### Power grid, run 1

The bar under the picture is 50 um long. Pins as bars on the die edge.
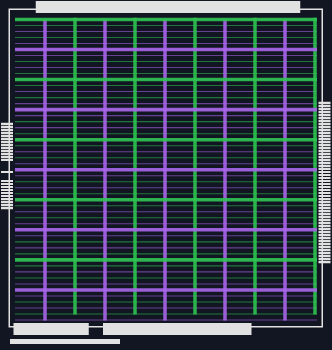
### Placement by cell class, run 1

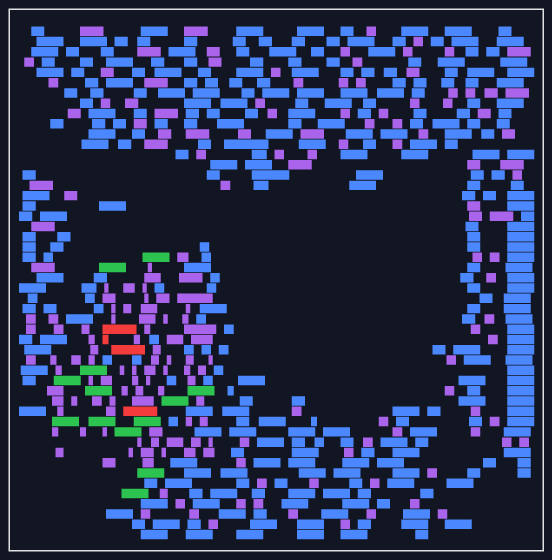
### Routed clock nets over the placement, run 1

The bar under the picture is 50 um long.
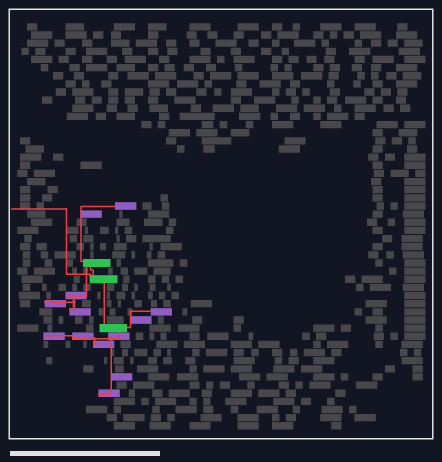
### Signal wires by layer, run 1

The bar under the picture is 50 um long.
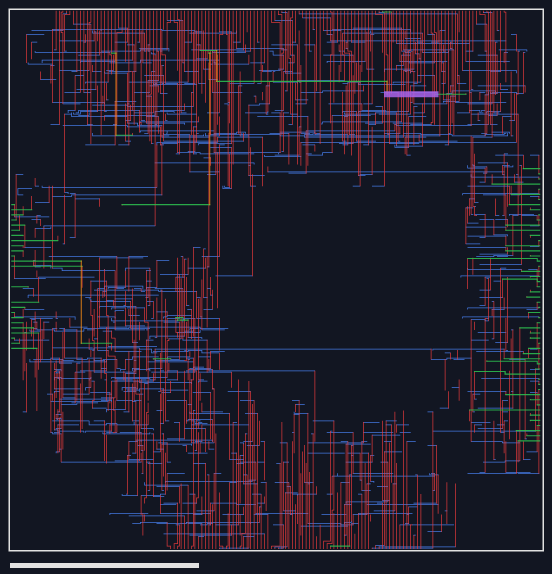
## src/rtl/ibex_bus_arbiter_pkg.sv

```systemverilog
// Shared types for the single-port instruction/data bus arbiter.
package ibex_bus_arbiter_pkg;

    // Owner tag recorded for every granted transaction.
    typedef enum logic {
        OWNER_INSTR = 1'b0,
        OWNER_DATA  = 1'b1
    } bus_owner_e;

    // Request-phase arbitration state; LOCK_* pins the selection until grant.
    typedef enum logic [1:0] {
        ARB_IDLE   = 2'd0,
        ARB_LOCK_I = 2'd1,
        ARB_LOCK_D = 2'd2
    } arb_state_e;

    localparam logic [3:0] BE_ALL        = 4'hF;
    localparam logic [3:0] BURST_CNT_MAX = 4'd15;

    // Saturating increment for the data burst counter.
    function automatic logic [3:0] burst_cnt_inc(input logic [3:0] cnt);
        logic [3:0] res;
        if (cnt == BURST_CNT_MAX) begin
            res = cnt;
        end else begin
            res = cnt + 4'd1;
        end
        return res;
    endfunction

endpackage

```

## src/rtl/ibex_bus_arbiter_if.sv

```systemverilog
// OBI-style request/response bundle; used for the instr, data and shared sides.
interface ibex_bus_arbiter_if;
    logic        req;
    logic        we;
    logic [3:0]  be;
    logic [31:0] addr;
    logic [31:0] wdata;
    logic        gnt;
    logic        rvalid;
    logic [31:0] rdata;
    logic        err;

    modport master (
        output req, we, be, addr, wdata,
        input  gnt, rvalid, rdata, err
    );

    modport slave (
        input  req, we, be, addr, wdata,
        output gnt, rvalid, rdata, err
    );
endinterface

```

## src/rtl/ibex_arb_tag_fifo.sv

```systemverilog
// In-order owner tag queue: one entry per granted, not yet answered transaction.
module ibex_arb_tag_fifo
    import ibex_bus_arbiter_pkg::*;
#(
    parameter int unsigned Depth = 2
) (
    input  logic       clk,
    input  logic       rst_n,
    input  logic       push,
    input  bus_owner_e push_data,
    input  logic       pop,
    output logic       full,
    output logic       empty,
    output bus_owner_e head
);
    localparam int unsigned PtrW = (Depth > 1) ? $clog2(Depth) : 1;
    localparam int unsigned CntW = $clog2(Depth + 1);

    bus_owner_e          mem_r [Depth];
    logic [PtrW-1:0]     wr_ptr_r;
    logic [PtrW-1:0]     rd_ptr_r;
    logic [CntW-1:0]     count_r;
    logic                push_ok_s;
    logic                pop_ok_s;

    function automatic logic [PtrW-1:0] ptr_inc(input logic [PtrW-1:0] p);
        logic [PtrW-1:0] res;
        if (p == PtrW'(Depth - 1)) begin
            res = '0;
        end else begin
            res = p + PtrW'(1);
        end
        return res;
    endfunction

    // A push into a full queue or a pop from an empty one is dropped.
    always_comb begin
        full      = (count_r == CntW'(Depth));
        empty     = (count_r == CntW'(0));
        push_ok_s = push & ~full;
        pop_ok_s  = pop & ~empty;
        head      = mem_r[rd_ptr_r];
    end

    // Pointer, occupancy and storage update.
    always_ff @(posedge clk) begin
        if (!rst_n) begin
            wr_ptr_r <= '0;
            rd_ptr_r <= '0;
            count_r  <= '0;
            for (int i = 0; i < int'(Depth); i++) begin
                mem_r[i] <= OWNER_INSTR;
            end
        end else begin
            if (push_ok_s) begin
                mem_r[wr_ptr_r] <= push_data;
                wr_ptr_r        <= ptr_inc(wr_ptr_r);
            end
            if (pop_ok_s) begin
                rd_ptr_r <= ptr_inc(rd_ptr_r);
            end
            case ({push_ok_s, pop_ok_s})
                2'b10:   count_r <= count_r + CntW'(1);
                2'b01:   count_r <= count_r - CntW'(1);
                default: count_r <= count_r;
            endcase
        end
    end
endmodule

```

## src/rtl/ibex_bus_arbiter.sv

```systemverilog
// Shares one memory port between instruction fetch and LSU; routes responses by tag.
module ibex_bus_arbiter
    import ibex_bus_arbiter_pkg::*;
#(
    parameter int unsigned MaxOutstanding = 2,
    parameter int unsigned MaxDataBurst   = 4
) (
    input  logic               clk_i,
    input  logic               rst_ni,
    ibex_bus_arbiter_if.slave  instr,
    ibex_bus_arbiter_if.slave  data,
    ibex_bus_arbiter_if.master bus,
    output logic               busy_o
);
    arb_state_e state_q;
    logic [3:0] burst_cnt_q;
    logic       sel_instr_s;
    logic       sel_data_s;
    bus_owner_e owner_s;
    logic       req_s;
    logic       fire_s;
    logic       instr_gnt_s;
    logic       data_gnt_s;
    logic       fifo_full_s;
    logic       fifo_empty_s;
    bus_owner_e fifo_head_s;
    logic       unused_instr_attr;

    // The fetch side never writes; its write attributes are ignored.
    assign unused_instr_attr = ^{instr.we, instr.be, instr.wdata};

    // Pick the requester; a lock overrides the idle-state priority.
    always_comb begin
        sel_instr_s = 1'b0;
        sel_data_s  = 1'b0;
        case (state_q)
            ARB_IDLE: begin
                if (data.req && (!instr.req || (burst_cnt_q < 4'(MaxDataBurst)))) begin
                    sel_data_s = 1'b1;
                end else if (instr.req) begin
                    sel_instr_s = 1'b1;
                end else begin
                    sel_instr_s = 1'b0;
                end
            end
            ARB_LOCK_I: sel_instr_s = 1'b1;
            ARB_LOCK_D: sel_data_s  = 1'b1;
            default: begin
                sel_instr_s = 1'b0;
                sel_data_s  = 1'b0;
            end
        endcase
    end

    // Request qualification and grant routing; a full tag queue blocks requests.
    always_comb begin
        owner_s     = sel_data_s ? OWNER_DATA : OWNER_INSTR;
        req_s       = rst_ni & (sel_instr_s | sel_data_s) & ~fifo_full_s;
        fire_s      = req_s & bus.gnt;
        instr_gnt_s = fire_s & sel_instr_s;
        data_gnt_s  = fire_s & sel_data_s;
        instr.gnt   = instr_gnt_s;
        data.gnt    = data_gnt_s;
    end

    // Shared-port attribute mux; all zero when nothing is selected or in reset.
    always_comb begin
        bus.req   = req_s;
        bus.we    = 1'b0;
        bus.be    = 4'h0;
        bus.addr  = 32'h0;
        bus.wdata = 32'h0;
        if (!rst_ni) begin
            bus.we = 1'b0;
        end else if (sel_data_s) begin
            bus.we    = data.we;
            bus.be    = data.be;
            bus.addr  = data.addr;
            bus.wdata = data.wdata;
        end else if (sel_instr_s) begin
            bus.be   = BE_ALL;
            bus.addr = instr.addr;
        end else begin
            bus.we = 1'b0;
        end
    end

    // Response steering by queue head; a response with no tag is dropped.
    always_comb begin
        instr.rvalid = rst_ni & bus.rvalid & ~fifo_empty_s & (fifo_head_s == OWNER_INSTR);
        data.rvalid  = rst_ni & bus.rvalid & ~fifo_empty_s & (fifo_head_s == OWNER_DATA);
        instr.rdata  = rst_ni ? bus.rdata : 32'h0;
        data.rdata   = rst_ni ? bus.rdata : 32'h0;
        instr.err    = rst_ni & bus.err;
        data.err     = rst_ni & bus.err;
        busy_o       = rst_ni & (instr.req | data.req | ~fifo_empty_s);
    end

    // Lock FSM: hold the selection from an ungranted request until its grant.
    always_ff @(posedge clk_i) begin
        if (!rst_ni) begin
            state_q <= ARB_IDLE;
        end else begin
            case (state_q)
                ARB_IDLE: begin
                    if (req_s && !bus.gnt) begin
                        state_q <= sel_data_s ? ARB_LOCK_D : ARB_LOCK_I;
                    end else begin
                        state_q <= ARB_IDLE;
                    end
                end
                ARB_LOCK_I, ARB_LOCK_D: begin
                    if (fire_s) begin
                        state_q <= ARB_IDLE;
                    end else begin
                        state_q <= state_q;
                    end
                end
                default: state_q <= ARB_IDLE;
            endcase
        end
    end

    // Count back-to-back data grants while a fetch is waiting.
    always_ff @(posedge clk_i) begin
        if (!rst_ni) begin
            burst_cnt_q <= 4'd0;
        end else if (!instr.req || instr_gnt_s) begin
            burst_cnt_q <= 4'd0;
        end else if (data_gnt_s) begin
            burst_cnt_q <= burst_cnt_inc(burst_cnt_q);
        end else begin
            burst_cnt_q <= burst_cnt_q;
        end
    end

    ibex_arb_tag_fifo #(
        .Depth (MaxOutstanding)
    ) u_tag_fifo (
        .clk       (clk_i),
        .rst_n     (rst_ni),
        .push      (fire_s),
        .push_data (owner_s),
        .pop       (bus.rvalid),
        .full      (fifo_full_s),
        .empty     (fifo_empty_s),
        .head      (fifo_head_s)
    );
endmodule

```

## src/flat_wrapper.sv

```systemverilog
// flat-port wrapper written by rule: the top's interface ports become plain ports
module ibex_bus_arbiter_flat import ibex_bus_arbiter_pkg::*;
#(
    parameter int unsigned MaxOutstanding = 2,
    parameter int unsigned MaxDataBurst   = 4
)
  (clk_i, rst_ni, busy_o, instr_req, instr_we, instr_be, instr_addr, instr_wdata, instr_gnt, instr_rvalid, instr_rdata, instr_err, data_req, data_we, data_be, data_addr, data_wdata, data_gnt, data_rvalid, data_rdata, data_err, bus_req, bus_we, bus_be, bus_addr, bus_wdata, bus_gnt, bus_rvalid, bus_rdata, bus_err);
  ibex_bus_arbiter_if instr_i ();
  ibex_bus_arbiter_if data_i ();
  ibex_bus_arbiter_if bus_i ();
  input  logic clk_i;
  input  logic rst_ni;
  output logic busy_o;
  input wire logic [$bits(instr_i.req)-1:0] instr_req;
  input wire logic [$bits(instr_i.we)-1:0] instr_we;
  input wire logic [$bits(instr_i.be)-1:0] instr_be;
  input wire logic [$bits(instr_i.addr)-1:0] instr_addr;
  input wire logic [$bits(instr_i.wdata)-1:0] instr_wdata;
  output wire logic [$bits(instr_i.gnt)-1:0] instr_gnt;
  output wire logic [$bits(instr_i.rvalid)-1:0] instr_rvalid;
  output wire logic [$bits(instr_i.rdata)-1:0] instr_rdata;
  output wire logic [$bits(instr_i.err)-1:0] instr_err;
  input wire logic [$bits(data_i.req)-1:0] data_req;
  input wire logic [$bits(data_i.we)-1:0] data_we;
  input wire logic [$bits(data_i.be)-1:0] data_be;
  input wire logic [$bits(data_i.addr)-1:0] data_addr;
  input wire logic [$bits(data_i.wdata)-1:0] data_wdata;
  output wire logic [$bits(data_i.gnt)-1:0] data_gnt;
  output wire logic [$bits(data_i.rvalid)-1:0] data_rvalid;
  output wire logic [$bits(data_i.rdata)-1:0] data_rdata;
  output wire logic [$bits(data_i.err)-1:0] data_err;
  output wire logic [$bits(bus_i.req)-1:0] bus_req;
  output wire logic [$bits(bus_i.we)-1:0] bus_we;
  output wire logic [$bits(bus_i.be)-1:0] bus_be;
  output wire logic [$bits(bus_i.addr)-1:0] bus_addr;
  output wire logic [$bits(bus_i.wdata)-1:0] bus_wdata;
  input wire logic [$bits(bus_i.gnt)-1:0] bus_gnt;
  input wire logic [$bits(bus_i.rvalid)-1:0] bus_rvalid;
  input wire logic [$bits(bus_i.rdata)-1:0] bus_rdata;
  input wire logic [$bits(bus_i.err)-1:0] bus_err;
  assign instr_i.req = instr_req;
  assign instr_i.we = instr_we;
  assign instr_i.be = instr_be;
  assign instr_i.addr = instr_addr;
  assign instr_i.wdata = instr_wdata;
  assign instr_gnt = instr_i.gnt;
  assign instr_rvalid = instr_i.rvalid;
  assign instr_rdata = instr_i.rdata;
  assign instr_err = instr_i.err;
  assign data_i.req = data_req;
  assign data_i.we = data_we;
  assign data_i.be = data_be;
  assign data_i.addr = data_addr;
  assign data_i.wdata = data_wdata;
  assign data_gnt = data_i.gnt;
  assign data_rvalid = data_i.rvalid;
  assign data_rdata = data_i.rdata;
  assign data_err = data_i.err;
  assign bus_req = bus_i.req;
  assign bus_we = bus_i.we;
  assign bus_be = bus_i.be;
  assign bus_addr = bus_i.addr;
  assign bus_wdata = bus_i.wdata;
  assign bus_i.gnt = bus_gnt;
  assign bus_i.rvalid = bus_rvalid;
  assign bus_i.rdata = bus_rdata;
  assign bus_i.err = bus_err;
  ibex_bus_arbiter #(.MaxOutstanding(MaxOutstanding), .MaxDataBurst(MaxDataBurst)) u_core (.clk_i(clk_i), .rst_ni(rst_ni), .instr(instr_i), .data(data_i), .bus(bus_i), .busy_o(busy_o));
endmodule
```

## config.mk

```make
export PLATFORM = sky130hd
export DESIGN_NAME = ibex_bus_arbiter_flat
export DESIGN_NICKNAME = d
export VERILOG_FILES = /design/src/rtl/ibex_bus_arbiter_pkg.sv /design/src/rtl/ibex_bus_arbiter_if.sv /design/src/rtl/ibex_arb_tag_fifo.sv /design/src/rtl/ibex_bus_arbiter.sv /design/src/flat_wrapper.sv
export SDC_FILE = /design/constraint.sdc
export NUM_CORES = 1
export LEC_CHECK = 0
export CELL_PAD_IN_SITES_DETAIL_PLACEMENT = 2
export CELL_PAD_IN_SITES_GLOBAL_PLACEMENT = 2
export CORE_AREA = 2 2 139 141
export CTS_CLUSTER_SIZE = 14
export DETAILED_ROUTE_END_ITERATION = 10
export DIE_AREA = 0 0 141 143
export HOLD_SLACK_MARGIN = 0.08
export PLACE_DENSITY = 0.95
export RECOVER_POWER = 50
export SLEW_MARGIN = 20
export SYNTH_ARGS = -nofsm -noshare
export SYNTH_HDL_FRONTEND = slang
export SYNTH_SLANG_ARGS = --single-unit
```

## constraint.sdc

```tcl
create_clock -name clk_i -period 3.7 [get_ports clk_i]
set_input_delay 1.11 -clock clk_i [delete_from_list [all_inputs] [get_ports clk_i]]
set_output_delay 1.11 -clock clk_i [all_outputs]
set_load 0.1 [all_outputs]
```

==> summary.rpt, run 1 <==
FLOW METRICS REPORT
----------------------------------------------------
[Synth]
  Ao+oa area frac ........................ 24.7%
  Registers, synthesis ........................ 13
  Most common library cells after synthesis ........................ sky130_fd_sc_hd__and2_1 (67), sky130_fd_sc_hd__buf_4 (35), sky130_fd_sc_hd__a22o_1 (32)
  Most frequent cell after synthesis ........................ sky130_fd_sc_hd__and2_1
  Area share of and/or/nand/nor cells after synthesis ........................ 35.6%
  Syn. warnings ........................ 0

[Flow run]
  Number of maximum-capacitance constraint violations ........................ 0

[Routing]
  Routed length per placed instance ........................ about 19 um
  WL met3 ........................ about 470 um
  Vias per cell ........................ about 3.9
  Number of detailed-route iterations in the first pass ........................ 4

[Global routing]
  Global route hottest layer ........................ met2
  Via count of the first global-routing pass ........................ around 3300

[Clocking]
  Post-CTS clock slew at the launch and capture registers of the worst setup and hold paths ........................ 0.05 ns
  Number of H-tree branching levels ........................ 1
  TritonCTS buffer count ........................ 3
  Max clock buf depth ........................ 2
  Post-CTS resize count ........................ 33

[Power and ir drop]
  Combinational cell power ........................ between 1 and 1.5 mW

[Worst setup path]
  Ordered cell list for the critical path ........................ clkdlybuf4s15_2 > a21oi_2 > nor4b_4 > bufbuf_16 > buf_12 > a22o_4 > buf_12
  Most frequent cell on the critical path ........................ sky130_fd_sc_hd__buf_12
  Crit path max-delay family ........................ buffers and inverters

[Run status]
  Status ........................ finished clean

[Timing]
  Slew HR ........................ between 50% and 60%
  Final worst path period share ........................ 98.8%
  Unrepaired setup endpoints after global routing ........................ true

[Placement]
  Number of placed cells counting well taps ........................ 728

----------------------------------------------------
-- 'Power grid' (at the start) --
- VSS: purple
- VDD: green
- met5 straps: 10
- met1 rails: 51
- rows: 50
Die H: 143 um
peak ir drop on the vdd network: 0.000150 V
Chip Width: 141 um
area of the core: 0.0186 mm2

-- 'Placement by cell class' (at the start) --
- sequential cells: green (cells 13; share of their area 4.1%)
- combinational and other logic: purple (cells 182; share of their area 24%)
- remaining buffers and delay cells: blue (cells 309; share of their area 71%)
- clock drivers and dummy loads: red (cells 4; share of their area 1.3%)
Post-Route Utilization: 36.0%
post-route standard cell area excluding fillers: 0.00669 mm2

-- 'Routed clock nets over the placement' (at the start) --
- flip-flops: purple (count 13)
- clock drivers: green (count 3)
- clock wires: red (length 226 um)
- routed clock nets: 4
portion of total power attributed to the clock network: 11.0%
worst clock skew: 0.00144 ns
P_clk: 0.206 mW

-- 'Signal wires by layer' (at the start) --
- metal 2: red (wire length 8740 um)
- metal 3: green (wire length 471 um)
- metal 1: blue (wire length 4790 um)
- metal 4: orange (wire length 95.2 um)
- metal 5: purple (wire length 12.9 um)
routed vias: 2882
total track usage: 13.0%
Detailed Route WL: 14100 um

run 1: worst paths after layout:
path / end / from / depth (start not counted)
hold reg to reg: u_core.state_q[1] / u_core.state_q[1] / 2
setup reg to reg: u_core.u_tag_fifo.count_r[1] / u_core.state_q[1] / 10
setup / recovery: bus_addr[19] / instr_req / 7
hold / removal: u_core.state_q[1] / u_core.state_q[1] / 2
run 1: placed cells by master, fill, tap and decap left out, types with 2 or more instances in the layout:
cell and instances:
sky130_fd_sc_hd__nand3_1 4, sky130_fd_sc_hd__nor2_2 3, sky130_fd_sc_hd__a22o_4 16, sky130_fd_sc_hd__buf_6 2, sky130_fd_sc_hd__and2_2 66, sky130_fd_sc_hd__a22o_2 16
sky130_fd_sc_hd__dfxtp_1 13, sky130_fd_sc_hd__clkbuf_16 3, sky130_fd_sc_hd__buf_12 144, sky130_fd_sc_hd__or4_1 2, sky130_fd_sc_hd__o21a_1 5, sky130_fd_sc_hd__nand2_1 10
sky130_fd_sc_hd__buf_4 22, sky130_fd_sc_hd__xnor2_1 2, sky130_fd_sc_hd__nor4_1 2, sky130_fd_sc_hd__and3_1 2, sky130_fd_sc_hd__nor2_1 5, sky130_fd_sc_hd__or3_1 3
sky130_fd_sc_hd__ha_1 5, sky130_fd_sc_hd__inv_1 4, sky130_fd_sc_hd__o21ai_0 6, sky130_fd_sc_hd__a21oi_1 6, sky130_fd_sc_hd__o31ai_1 2, sky130_fd_sc_hd__mux2i_1 4
sky130_fd_sc_hd__clkdlybuf4s50_1 135
run 1: layout make-up:
type                       count  area (um2)
fill                        1885       11900
multi-input combinational    177        1530
inverter                       5        18.8
tap                          234         293
clock buffer                   3        75.1
clock inverter                 1        5.00
sequential                    13         260
timing repair buffer         309        4510
### Clock nets, run 1

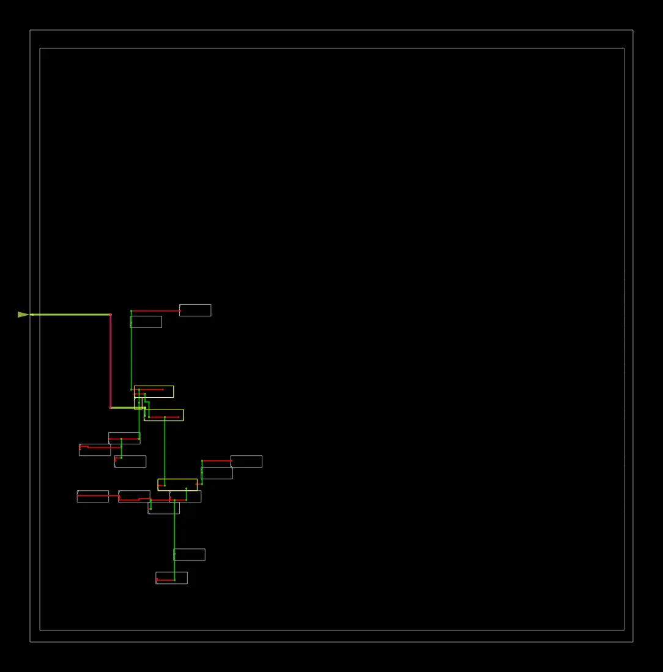

==> run 1 -> run 2 <==
--- a/config.mk
+++ b/config.mk
@@ -7,12 +7,13 @@
 export LEC_CHECK = 0
 export CELL_PAD_IN_SITES_DETAIL_PLACEMENT = 2
 export CELL_PAD_IN_SITES_GLOBAL_PLACEMENT = 2
-export CORE_AREA = 2 2 139 141
+export CORE_AREA = 2 2 122 124
 export CTS_CLUSTER_SIZE = 14
 export DETAILED_ROUTE_END_ITERATION = 10
-export DIE_AREA = 0 0 141 143
+export DIE_AREA = 0 0 124 126
+export DONT_BUFFER_PORTS = 1
 export HOLD_SLACK_MARGIN = 0.08
-export PLACE_DENSITY = 0.95
+export PLACE_DENSITY = 0.58
 export RECOVER_POWER = 50
 export SLEW_MARGIN = 20
 export SYNTH_ARGS = -nofsm -noshare
### Clock nets, run 2

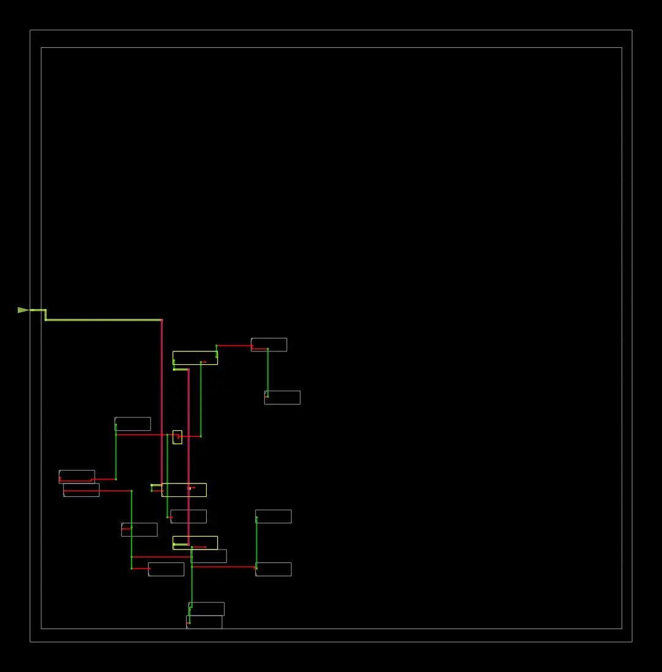
worst-skew pair later-pin latency: 0.25 ns
P_clk: 0.215 mW
TritonCTS buffer count: 3
Flops: 13
TritonCTS sink count: 13

### Power grid, run 2

The bar under the picture is 20 um long. Pins as bars on the die edge.
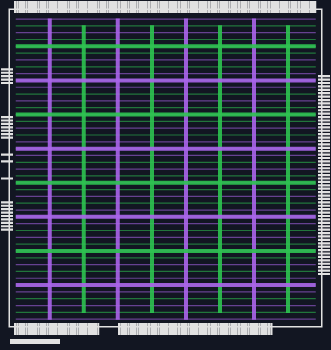
Die H: 126 um
Chip Width: 124 um

==> summary.rpt, run 2 <==
FLOW METRICS REPORT
----------------------------------------------------
[Routing]
  Vias per cell ........................ around 4.2
  Routed vias ........................ 2072
  Routed length per placed instance ........................ around 19 um

[Die]
  Tap cell instance count ........................ roughly 180
  Area of the core ........................ around 0.014 mm2

[Finish]
  Post-Route Utilization ........................ between 20 and 30%
  Cell group occupying the most layout area ........................ non-clock buffers
  Non-clock buffering overhead ........................ roughly 44%
  Comb area ........................ 0.00140 mm2
  Count of inverters not on the clock network in the layout ........................ 5
  Sequential share of cell area ........................ under 10%
  Clock-cell share of area ........................ around 2.2%
  Top logic cells by instance count in the layout ........................ sky130_fd_sc_hd__buf_12 (67), sky130_fd_sc_hd__and2_2 (66), sky130_fd_sc_hd__a22o_2 (32), sky130_fd_sc_hd__clkbuf_2 (32), sky130_fd_sc_hd__dfxtp_1 (13)
  Seq. cell area ........................ 260 um2
  Non-Clock Buffer Count ........................ ~110
  Final-layout fill cell count ........................ 1601
  Post-route standard cell area excluding fillers ........................ about 0.0036 mm2

[Power and ir drop]
  Portion of total power attributed to the clock network ........................ 14.6%

[Worst setup path]
  Number of stages on the worst setup path ........................ 6
  Most frequent cell on the critical path ........................ sky130_fd_sc_hd__buf_12
  Worst Reg-to-Reg Cells ........................ 8

[Synth]
  Syn. warnings ........................ 0
  Most frequent cell after synthesis ........................ sky130_fd_sc_hd__and2_1
  Registers, synthesis ........................ 13
  Ao+oa area frac ........................ approximately 25%
  Area share of and/or/nand/nor cells after synthesis ........................ a little over a third

[Global routing]
  Total track usage ........................ 11.3%
  Via count of the first global-routing pass ........................ between 2000 and 2500

[Timing]
  Slew HR ........................ between 20% and 30%
  Unrepaired setup endpoints after global routing ........................ false
  Final worst path period share ........................ 95.0%

[Clocking]
  Post-CTS clock slew at the launch and capture registers of the worst setup and hold paths ........................ around 0.050 ns
  Number of H-tree branching levels ........................ 1
  Max clock buf depth ........................ 2

[Flow run]
  Number of maximum-capacitance constraint violations ........................ 0

[Run status]
  Status ........................ finished clean

----------------------------------------------------
## run 2: netlist changes by cell type in the layout (fill, tap and decap cells not counted), sizes merged
| cell | before | now |
|---|---|---|
| clkdlybuf4s50 | 135 | 0 |
| buf | 170 | 79 |
| dlygate4sd3 | 1 | 0 |
| bufbuf | 1 | 0 |
| clkbuf | 4 | 35 |
| clkdlybuf4s15 | 1 | 0 |
## run 2: cell families (layout without fill, tap and decap cells)
logic type / count (synthesis) / in the layout
DFF: 13 / 13
muxes: 4 / 4
AOI/OAI and AO/OA: 57 / 57
buffers and inverters: 54 / 120
and+or+nand+nor: 108 / 108
xor gates and xnor gates: 3 / 3
adders and majority gates: 5 / 5
## run 2: path summary, 6_finish.rpt
kind,start,endpoint
setup / recovery,data_req,bus_addr[21]
setup reg to reg,u_core.state_q[1],u_core.u_tag_fifo.count_r[1]
hold reg to reg,u_core.u_tag_fifo.mem_r[0],u_core.u_tag_fifo.mem_r[0]
hold / removal,u_core.u_tag_fifo.mem_r[0],u_core.u_tag_fifo.mem_r[0]
## run 2: worst min-delay path, stage by stage, from the launching register on
cell	delay (ns)
sky130_fd_sc_hd__dfxtp_1	0.31
sky130_fd_sc_hd__nand2_1	0.06
sky130_fd_sc_hd__mux2i_1	0.05
## run 2: per-layer routing
layer	part of all wire [%]	wire (um)	vias to the layer above	global-route usage [%]
met5	0	0	-	0
met4	1.9	178	0	3.44
met3	7.7	729	15	2.94
met2	57	5390	102	21.6
met1	34	3190	1009	11.8
li1	-	-	946	-
## run 2: power groups by stage
stage,registers [mW],logic (mW),clock network (mW)
after floorplan,0.176,0.860,0
after global routing,0.182,1.11,0.224
after global placement,0.179,1.08,0
final,0.179,1.08,0.215
after CTS,0.180,1.10,0.220
after detailed placement,0.183,1.10,0
No activity file was given, so power comes from the tool's default toggle rates.
